==> run_1/ff_map.png <==
Bar = 20 um. Other sequential cells in the stronger grey, the rest of the logic in the fainter grey.
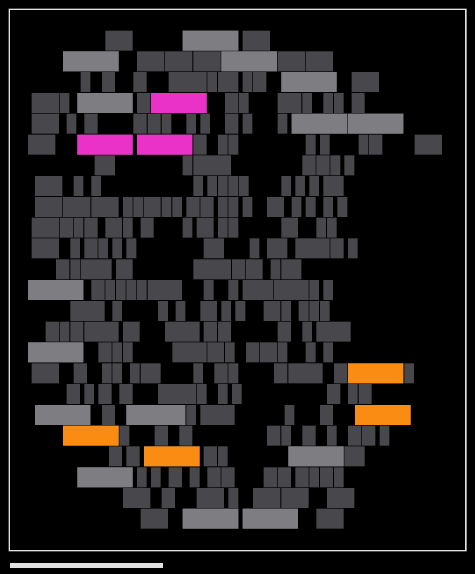
==> run_1/clock_wires.png <==
Bar = 20 um.
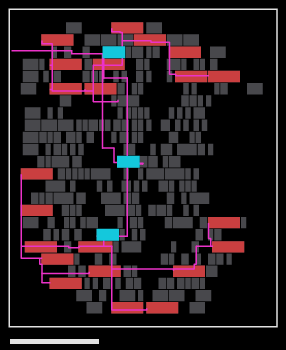
==> run_1/layers.png <==
Bar = 20 um. Two of the layers only.
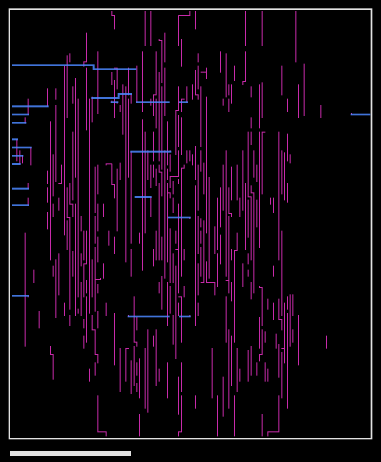
==> run_1/clock_nets.png <==
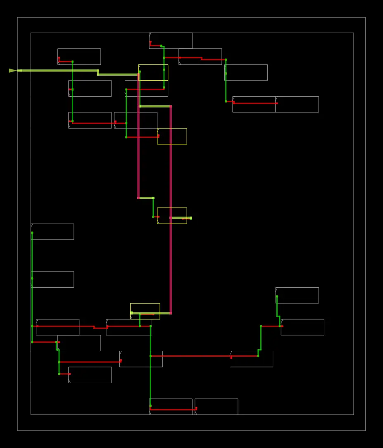
==> src/rtl/logic_unit_pkg.sv <==
// Shared types and constants for the registered bitwise logic unit.
// Op codes, state encoding and sizes used by the unit, its datapath and its interface.
package logic_unit_pkg;

   localparam int OP_W    = 3;
   localparam int NUM_OPS = 8;

   typedef enum logic [OP_W-1:0] {
      OP_AND  = 3'd0,
      OP_OR   = 3'd1,
      OP_NOT  = 3'd2,
      OP_XOR  = 3'd3,
      OP_NAND = 3'd4,
      OP_NOR  = 3'd5,
      OP_XNOR = 3'd6,
      OP_PASS = 3'd7
   } op_t;

   typedef enum logic {
      IDLE  = 1'b0,
      SWEEP = 1'b1
   } state_t;

endpackage

==> src/rtl/logic_unit_reg_if.sv <==
// Operand/result handshake bundle for logic_unit_reg.
// The source drives operands and out_ready; the unit drives in_ready and the result register.
interface logic_unit_reg_if #(
   parameter int WIDTH = 4
) ();
   import logic_unit_pkg::*;

   logic             in_valid;
   logic             in_ready;
   logic [WIDTH-1:0] a;
   logic [WIDTH-1:0] b;
   logic [OP_W-1:0]  op;
   logic             mode;
   logic             out_valid;
   logic             out_ready;
   logic [WIDTH-1:0] y;
   logic [OP_W-1:0]  out_op;
   logic             zero;
   logic             out_last;

   modport master (
      output in_valid, a, b, op, mode, out_ready,
      input  in_ready, out_valid, y, out_op, zero, out_last
   );

   modport slave (
      input  in_valid, a, b, op, mode, out_ready,
      output in_ready, out_valid, y, out_op, zero, out_last
   );

endinterface

==> src/rtl/logic_unit_comb.sv <==
// Purely combinational bitwise operator: maps (a, b, op) to y.
// No carries or sign handling; every output bit depends only on the same input bits.
module logic_unit_comb
   import logic_unit_pkg::*;
#(
   parameter int WIDTH = 4
) (
   input  logic [WIDTH-1:0] a,
   input  logic [WIDTH-1:0] b,
   input  logic [OP_W-1:0]  op,
   output logic [WIDTH-1:0] y
);

   always_comb begin
      y = '0;
      case (op_t'(op))
         OP_AND:  y = a & b;
         OP_OR:   y = a | b;
         OP_NOT:  y = ~a;
         OP_XOR:  y = a ^ b;
         OP_NAND: y = ~(a & b);
         OP_NOR:  y = ~(a | b);
         OP_XNOR: y = ~(a ^ b);
         OP_PASS: y = b;
         default: y = '0;
      endcase
   end

endmodule

==> src/rtl/logic_unit_reg.sv <==
// Registered bitwise logic unit with a single backpressured output register.
// Single mode applies one op per beat; sweep mode replays all eight ops on a latched operand pair.
module logic_unit_reg
   import logic_unit_pkg::*;
#(
   parameter int WIDTH = 4
) (
   input logic           clk,
   input logic           rst,
   logic_unit_reg_if.slave bus
);

   state_t           state;
   logic [OP_W-1:0]  cnt;
   logic [WIDTH-1:0] a_lat;
   logic [WIDTH-1:0] b_lat;

   logic             out_valid_q;
   logic [WIDTH-1:0] y_q;
   logic [OP_W-1:0]  out_op_q;
   logic             zero_q;
   logic             out_last_q;

   logic             slot_free;
   logic             in_ready;
   logic             accept;
   logic [WIDTH-1:0] sel_a;
   logic [WIDTH-1:0] sel_b;
   logic [OP_W-1:0]  sel_op;
   logic [WIDTH-1:0] comb_y;

   assign slot_free = !out_valid_q || bus.out_ready;
   assign in_ready  = (state == IDLE) && slot_free;
   assign accept    = bus.in_valid && in_ready;

   // One shared operator: live inputs in IDLE (op 0 when starting a sweep), latched pair plus counter in SWEEP.
   always_comb begin
      sel_a  = bus.a;
      sel_b  = bus.b;
      sel_op = bus.mode ? OP_W'(0) : bus.op;
      if (state == SWEEP) begin
         sel_a  = a_lat;
         sel_b  = b_lat;
         sel_op = cnt;
      end
   end

   logic_unit_comb #(.WIDTH(WIDTH)) u_comb (
      .a  (sel_a),
      .b  (sel_b),
      .op (sel_op),
      .y  (comb_y)
   );

   always_ff @(posedge clk) begin
      if (rst) begin
         state       <= IDLE;
         cnt         <= '0;
         a_lat       <= '0;
         b_lat       <= '0;
         out_valid_q <= 1'b0;
         y_q         <= '0;
         out_op_q    <= '0;
         zero_q      <= 1'b0;
         out_last_q  <= 1'b0;
      end else begin
         case (state)
            IDLE: begin
               if (accept) begin
                  out_valid_q <= 1'b1;
                  y_q         <= comb_y;
                  out_op_q    <= sel_op;
                  zero_q      <= (comb_y == '0);
                  if (bus.mode) begin
                     out_last_q <= 1'b0;
                     a_lat      <= bus.a;
                     b_lat      <= bus.b;
                     cnt        <= OP_W'(1);
                     state      <= SWEEP;
                  end else begin
                     out_last_q <= 1'b1;
                  end
               end else if (bus.out_ready) begin
                  out_valid_q <= 1'b0;
               end
            end
            SWEEP: begin
               // A stalled sink freezes the counter, so no sweep beat is skipped or repeated.
               if (slot_free) begin
                  out_valid_q <= 1'b1;
                  y_q         <= comb_y;
                  out_op_q    <= sel_op;
                  zero_q      <= (comb_y == '0);
                  out_last_q  <= (cnt == OP_W'(NUM_OPS - 1));
                  if (cnt == OP_W'(NUM_OPS - 1)) begin
                     cnt   <= '0;
                     state <= IDLE;
                  end else begin
                     cnt <= cnt + OP_W'(1);
                  end
               end
            end
            default: state <= IDLE;
         endcase
      end
   end

   assign bus.in_ready  = in_ready;
   assign bus.out_valid = out_valid_q;
   assign bus.y         = y_q;
   assign bus.out_op    = out_op_q;
   assign bus.zero      = zero_q;
   assign bus.out_last  = out_last_q;

endmodule

==> src/flat_wrapper.sv <==
// flat-port wrapper written by rule: the top's interface ports become plain ports
module logic_unit_reg_flat import logic_unit_pkg::*;
#(
   parameter int WIDTH = 4
)
  (clk, rst, bus_in_valid, bus_a, bus_b, bus_op, bus_mode, bus_out_ready, bus_in_ready, bus_out_valid, bus_y, bus_out_op, bus_zero, bus_out_last);
  logic_unit_reg_if #(.WIDTH(WIDTH)) bus_i ();
  input logic clk;
  input logic rst;
  input wire logic [$bits(bus_i.in_valid)-1:0] bus_in_valid;
  input wire logic [$bits(bus_i.a)-1:0] bus_a;
  input wire logic [$bits(bus_i.b)-1:0] bus_b;
  input wire logic [$bits(bus_i.op)-1:0] bus_op;
  input wire logic [$bits(bus_i.mode)-1:0] bus_mode;
  input wire logic [$bits(bus_i.out_ready)-1:0] bus_out_ready;
  output wire logic [$bits(bus_i.in_ready)-1:0] bus_in_ready;
  output wire logic [$bits(bus_i.out_valid)-1:0] bus_out_valid;
  output wire logic [$bits(bus_i.y)-1:0] bus_y;
  output wire logic [$bits(bus_i.out_op)-1:0] bus_out_op;
  output wire logic [$bits(bus_i.zero)-1:0] bus_zero;
  output wire logic [$bits(bus_i.out_last)-1:0] bus_out_last;
  assign bus_i.in_valid = bus_in_valid;
  assign bus_i.a = bus_a;
  assign bus_i.b = bus_b;
  assign bus_i.op = bus_op;
  assign bus_i.mode = bus_mode;
  assign bus_i.out_ready = bus_out_ready;
  assign bus_in_ready = bus_i.in_ready;
  assign bus_out_valid = bus_i.out_valid;
  assign bus_y = bus_i.y;
  assign bus_out_op = bus_i.out_op;
  assign bus_zero = bus_i.zero;
  assign bus_out_last = bus_i.out_last;
  logic_unit_reg #(.WIDTH(WIDTH)) u_core (.clk(clk), .rst(rst), .bus(bus_i));
endmodule
==> config.mk <==
export PLATFORM = sky130hd
export DESIGN_NAME = logic_unit_reg_flat
export DESIGN_NICKNAME = d
export VERILOG_FILES = /design/src/rtl/logic_unit_pkg.sv /design/src/rtl/logic_unit_reg_if.sv /design/src/rtl/logic_unit_comb.sv /design/src/rtl/logic_unit_reg.sv /design/src/flat_wrapper.sv
export SDC_FILE = /design/constraint.sdc
export NUM_CORES = 1
export LEC_CHECK = 0
export ABC_AREA = 1
export CAP_MARGIN = 30
export CORE_ASPECT_RATIO = 1.2
export CORE_MARGIN = 2
export CORE_UTILIZATION = 40
export CTS_CLUSTER_SIZE = 30
export DETAILED_ROUTE_END_ITERATION = 6
export PLACE_DENSITY = 0.7
export SLEW_MARGIN = 5
export SYNTH_ARGS = -nofsm -noshare
export SYNTH_HDL_FRONTEND = slang
export SYNTH_SLANG_ARGS = --single-unit
==> constraint.sdc <==
create_clock -name clk -period 2.38 [get_ports clk]
set_input_delay 0.238 -clock clk [delete_from_list [all_inputs] [get_ports clk]]
set_output_delay 0.238 -clock clk [all_outputs]
set_load 0.01 [all_outputs]
==> results.txt, run 1 <==
Physical implementation status

The flow ran to the end, and the final reports show no timing, DRC or antenna violations. The number of gates resized after cts stands at 0. The clock input transition at the sequential cells of the worst setup and hold paths stands at 80 ps. The final net count stands at 278. The cts-stage hold buffer count stands at 0. Once detail routing completed, the nets flagged for antenna violations numbered 0. The maximum number of buffers from clock root to sink stands at 2. The critical path is of the reg -> reg type. Once layout is done, the placed cells without fillers occupy 1794 um2.

The largest single stage delay on the critical path is 390 ps. The share of total power dissipated in sequential elements is 0.414. The most used flip-flop cell after synthesis is sky130_fd_sc_hd__dfxtp_1.

The DRC violation total after the first TritonRoute iteration stands at 36. The y dimension of the die stands at 70.64 um. Ranking logic cells in the layout by count gives the top entries sky130_fd_sc_hd__nand2_1 (51), sky130_fd_sc_hd__inv_1 (26), sky130_fd_sc_hd__clkdlybuf4s50_1 (26). 0 antenna diodes ended up in the layout. The via count of the first global-routing pass stands at 1,418. The worst setup path is launched from a register. Setup repair after global routing left no endpoint under its margin. Of the total synthesized cell area, the portion taken by AND, OR, NAND and NOR gates is 0.3331. In the global route stage, overall resource usage came out at 0.1847. The number of non-clock buffers in the layout stands at 29. The worst VDD IR drop from the latest analysis is 0.3172 mV. The count of inverters not on the clock network in the layout stands at 31. The die is 59.53 um wide.

The global routing report lists met3 layer usage as 0.02742. The number of setup violations in the final report stands at 0. Summed over all nets, the half-perimeter wirelength after detailed placement is 2685 um. The detailed router put a total of 1472 um of wire on met1. Looking at the clock tree report, the root buffer type is sky130_fd_sc_hd__clkbuf_8. The post-synthesis cell type count stands at 21.

By area, the class that comes first in the final layout consists of logic gates. The final layout reports a setup TNS of 0 ps. The proportion of synthesized chip area in sequential cells stands at 0.2975. The number of cells in the yosys synthesis report stands at 227.

The number of endpoints with negative hold slack in the final report stands at 0. For this run, global-route usage on met2 was measured as 0.3284. The reg-to-reg setup timing slack stands at 310 ps. In this build the clock could be raised as far as 482.7 MHz.
About ff_map.png:
| netlist name | colour | placed flops |
|---|---|---|
| `u_core.bus.out_op` | magenta | 3 |
| `u_core.b_lat` | orange | 4 |

About clock_wires.png:
[flip-flops] red | count: 22
[clock-net drivers] cyan | count: 3
[clock wires] magenta | length: 312 um
flops lie: spread over the die
routed clock nets: 4

About layers.png:
| layer | colour | wire length |
|---|---|---|
| M2 | magenta | 1,820 um |
| M3 | blue | 83.5 um |

About clock_nets.png:
Worst-Skew Late Latency: 270 ps
clkbuf count: 4
clk sinks: 22
clock skew after layout: 4.378 ps
total CTS buffers: 3

run 1: final timing paths:
kind                     end
min reg2reg  u_core.a_lat[0]
max          u_core.bus.zero
min          u_core.a_lat[0]
max reg2reg  u_core.bus.zero
run 1: state kept, by name, summed over array words and instances, names as in the netlist:
| name | count |
|---|---|
| u_core.cnt | 3 |
| u_core.a_lat | 4 |
| u_core.bus.out_op | 3 |
| u_core.bus.y | 4 |
| u_core.b_lat | 4 |
| u_core.bus.out_valid | 1 |
| u_core.state | 1 |
| u_core.bus.out_last | 1 |
| u_core.bus.zero | 1 |
run 1: critical path: cells and delay by family (launching register included):
kind            cells  cell delay, ps
simple gates        9            1140
flops               1             390
buf+inv             2             360
compound gates      1             100
==> inputs of run 2 (changes only) <==
--- a/config.mk
+++ b/config.mk
@@ -10,6 +10,7 @@
 export CORE_ASPECT_RATIO = 1.2
 export CORE_MARGIN = 2
 export CORE_UTILIZATION = 40
+export CTS_BUF_LIST = sky130_fd_sc_hd__clkbuf_2 sky130_fd_sc_hd__clkbuf_4 sky130_fd_sc_hd__clkbuf_8
 export CTS_CLUSTER_SIZE = 30
 export DETAILED_ROUTE_END_ITERATION = 6
 export PLACE_DENSITY = 0.7
==> results.txt, run 2 <==
Physical implementation status

The number of antenna diodes in the final layout is 0. The die is 59.53 um wide. The clock input transition at the sequential cells of the worst setup and hold paths stands at 80 ps. Per the cell usage report, the commonest logic cell in the layout is sky130_fd_sc_hd__nand2_1. The maximum clock rate stands at 482.7 MHz. The share of the Yosys chip area taken by registers is 0.2975. The share of the core area taken by cells at floorplan is 0.4108.

Across all hold checks on the routed design, the worst slack comes to 456.3 ps. The number of cells in the yosys synthesis report stands at 227. The global routing usage on met3 stands at 0.02742. Per the timing report, the most critical flop-to-flop path finishes at u_core.bus.zero.

The HPWL after detailed placement is 2685 um. Nets still carrying antenna violations after routing amount to 0. The slew check shows that the tightest pin keeps a relative margin of 0.6538. For this run, the post-layout net count is 278. The launch point of the worst register-to-register path is recorded as u_core.state. The final count of pins violating max slew stands at 0.

The setup skew after layout stands at 4.378 ps. The placement report lists the number of port buffers as 26. The most critical min-delay path falls under reg -> reg. The detailed-routed wire length on met3 stands at 83 um. The area recorded from the Yosys report for this design is 1480 um2. The transition at the pin with the smallest max-transition slack stands at 517.9 ps. The synthesis report gives the async set-or-reset register share as 0. All stages included, the depth of the critical timing path comes to 12. The number of remaining DRC errors stands at 0. In the synthesized netlist, the number of instances is 227. The most used flip-flop cell after synthesis is sky130_fd_sc_hd__dfxtp_1. The worst setup path is captured at a register.

The via count of the first global-routing pass was 1,418. Data arrives at the worst endpoint at 2280 ps. Broken down by cell family, the worst path's largest delay share belongs to simple AND/OR/NAND/NOR gates. The insertion delay of the later-clocked pin in the worst-skew pair stands at 270 ps. Once layout is done, the placed cells without fillers occupy 1794 um2. The run finished with clean final reports. The slowest stage of the critical path is the sky130_fd_sc_hd__dfxtp_2 cell. The max-cap check violation count stands at 0.

The maximum cell stage delay along the critical path stands at 390 ps. The initial antenna violation count stands at 0. The die is 70.64 um tall. The maximum number of buffers from clock root to sink stands at 2. The total routing usage reported by global routing stands at 0.1847. The tree is rooted in a sky130_fd_sc_hd__clkbuf_8.

The highest supply drop recorded on VDD is 0.3172 mV. Gates resized during post-CTS repair numbered 0. The number of different library cells used by synthesis comes to 21. The post-synthesis share of cell area spent on and, or, nand and nor gates stands at 0.3331. Counting endpoints that fail hold in the final report gives 0. For this run, global-route usage on met2 was measured as 0.3284. After routing, the total negative slack on setup checks comes to 0 ps. The reg-to-reg setup timing slack stands at 310 ps. In the final report, the number of endpoints failing setup comes to 0. CTS saw 22 sinks. Buffers inserted during clock tree synthesis total 3. After detailed routing, the met2 layer carries 1817 um of wire. After floorplanning, the core was divided into 24 placement rows. The clock period could shrink to 2072 ps. Setup repair after global routing left no endpoint under its margin. The OpenROAD warning count stands at 30.

According to the timing report, the critical path is captured at u_core.bus.zero. Looking at the setup timing report, the critical path kind is reg -> reg. Per STA, the worst path is made up of buf_4 > nor2_2 > nand2_1 > nand2_2 > inv_2 > nand3_1 > nor2_1 > nor2_1 > nand3_1 > nor2_1 > nand2_1 > a21oi_2. The wire length of the first global-routing pass stands at 6003 um. Leaving out fill and tap cells, the most frequent cells in the layout are sky130_fd_sc_hd__nand2_1 (51), sky130_fd_sc_hd__inv_1 (26), sky130_fd_sc_hd__clkdlybuf4s50_1 (26). Along the critical path, the tally of buffer and inverter instances is 2.

The routed wire length stands at 3465 um. The detailed router put a total of 1472 um of wire on met1. The DRC violation total after the first TritonRoute iteration stands at 36. Per the synthesis report, the dominant area consumer among library cells is sky130_fd_sc_hd__dfxtp_1. STA classifies the critical path startpoint as a register. After synthesis, the largest family of logic cells by area is simple AND/OR/NAND/NOR gates. For hold timing, the worst endpoint is u_core.a_lat[0]. Once the clock tree was built, the setup fixing pass inserted 0 buffers. TritonCTS built the clock tree. Buffers inserted to repair hold after CTS numbered 0. The area of the mapped netlist stands at 1480 um2.
-- run 2: cell counts in the layout (fill, tap and decap cells not counted) --
Identical to the previous run, type by type.
-- run 2: worst reg2reg max path: cells and delay by family, from the launching register on --
kind | cells | cell delay (ps)
AND/OR/NAND/NOR | 9 | 1140
flip-flops | 1 | 390
buffers and inverters | 2 | 370
AND-OR/OR-AND | 1 | 100
-- run 2: area by class of cell --
type | count | area, um2
Inverter | 31 | 116.4
Timing Repair Buffer | 29 | 282.8
Clock buffer | 4 | 55.05
Multi-Input combinational cell | 165 | 849.6
Tap cell | 39 | 48.80
Sequential cell | 22 | 441.7
Fill cell | 375 | 1809
-- run 2: power by group --
group / switching [uW] / total (uW) / internal (uW)
registers: 17.2 / 418 / 400
logic: 183 / 319 / 136
clock network: 125 / 273 / 148
==> run_2/class_map.png <==
Fill, decap, tap and diode cells in grey.
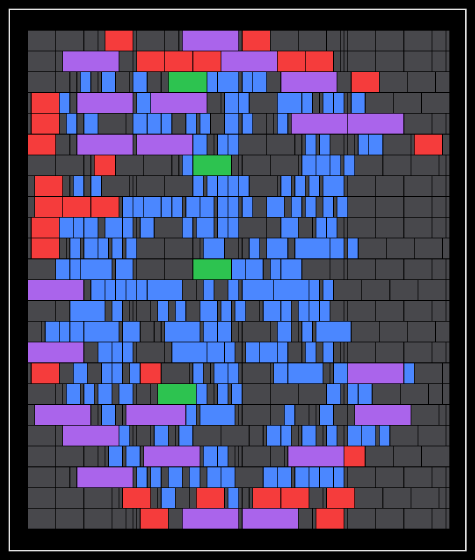
| class | colour | cells | share of their area |
|---|---|---|---|
| remaining logic cells | blue | 196 | 55% |
| clock drivers and dummy loads | green | 4 | 3.2% |
| remaining buffers and delay cells | red | 29 | 16% |
| registers | purple | 22 | 25% |

==> run_2/clock_nets.png <==
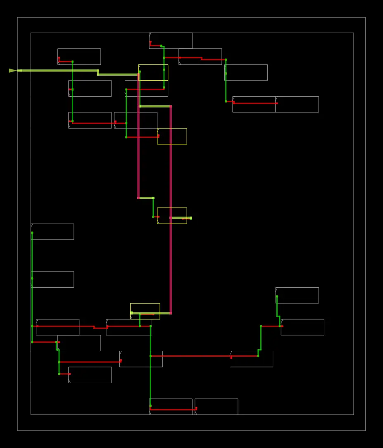
power in the clock group: 273 uW
total number of sequential cells: 22

Power and IR drop assume default switching activity.
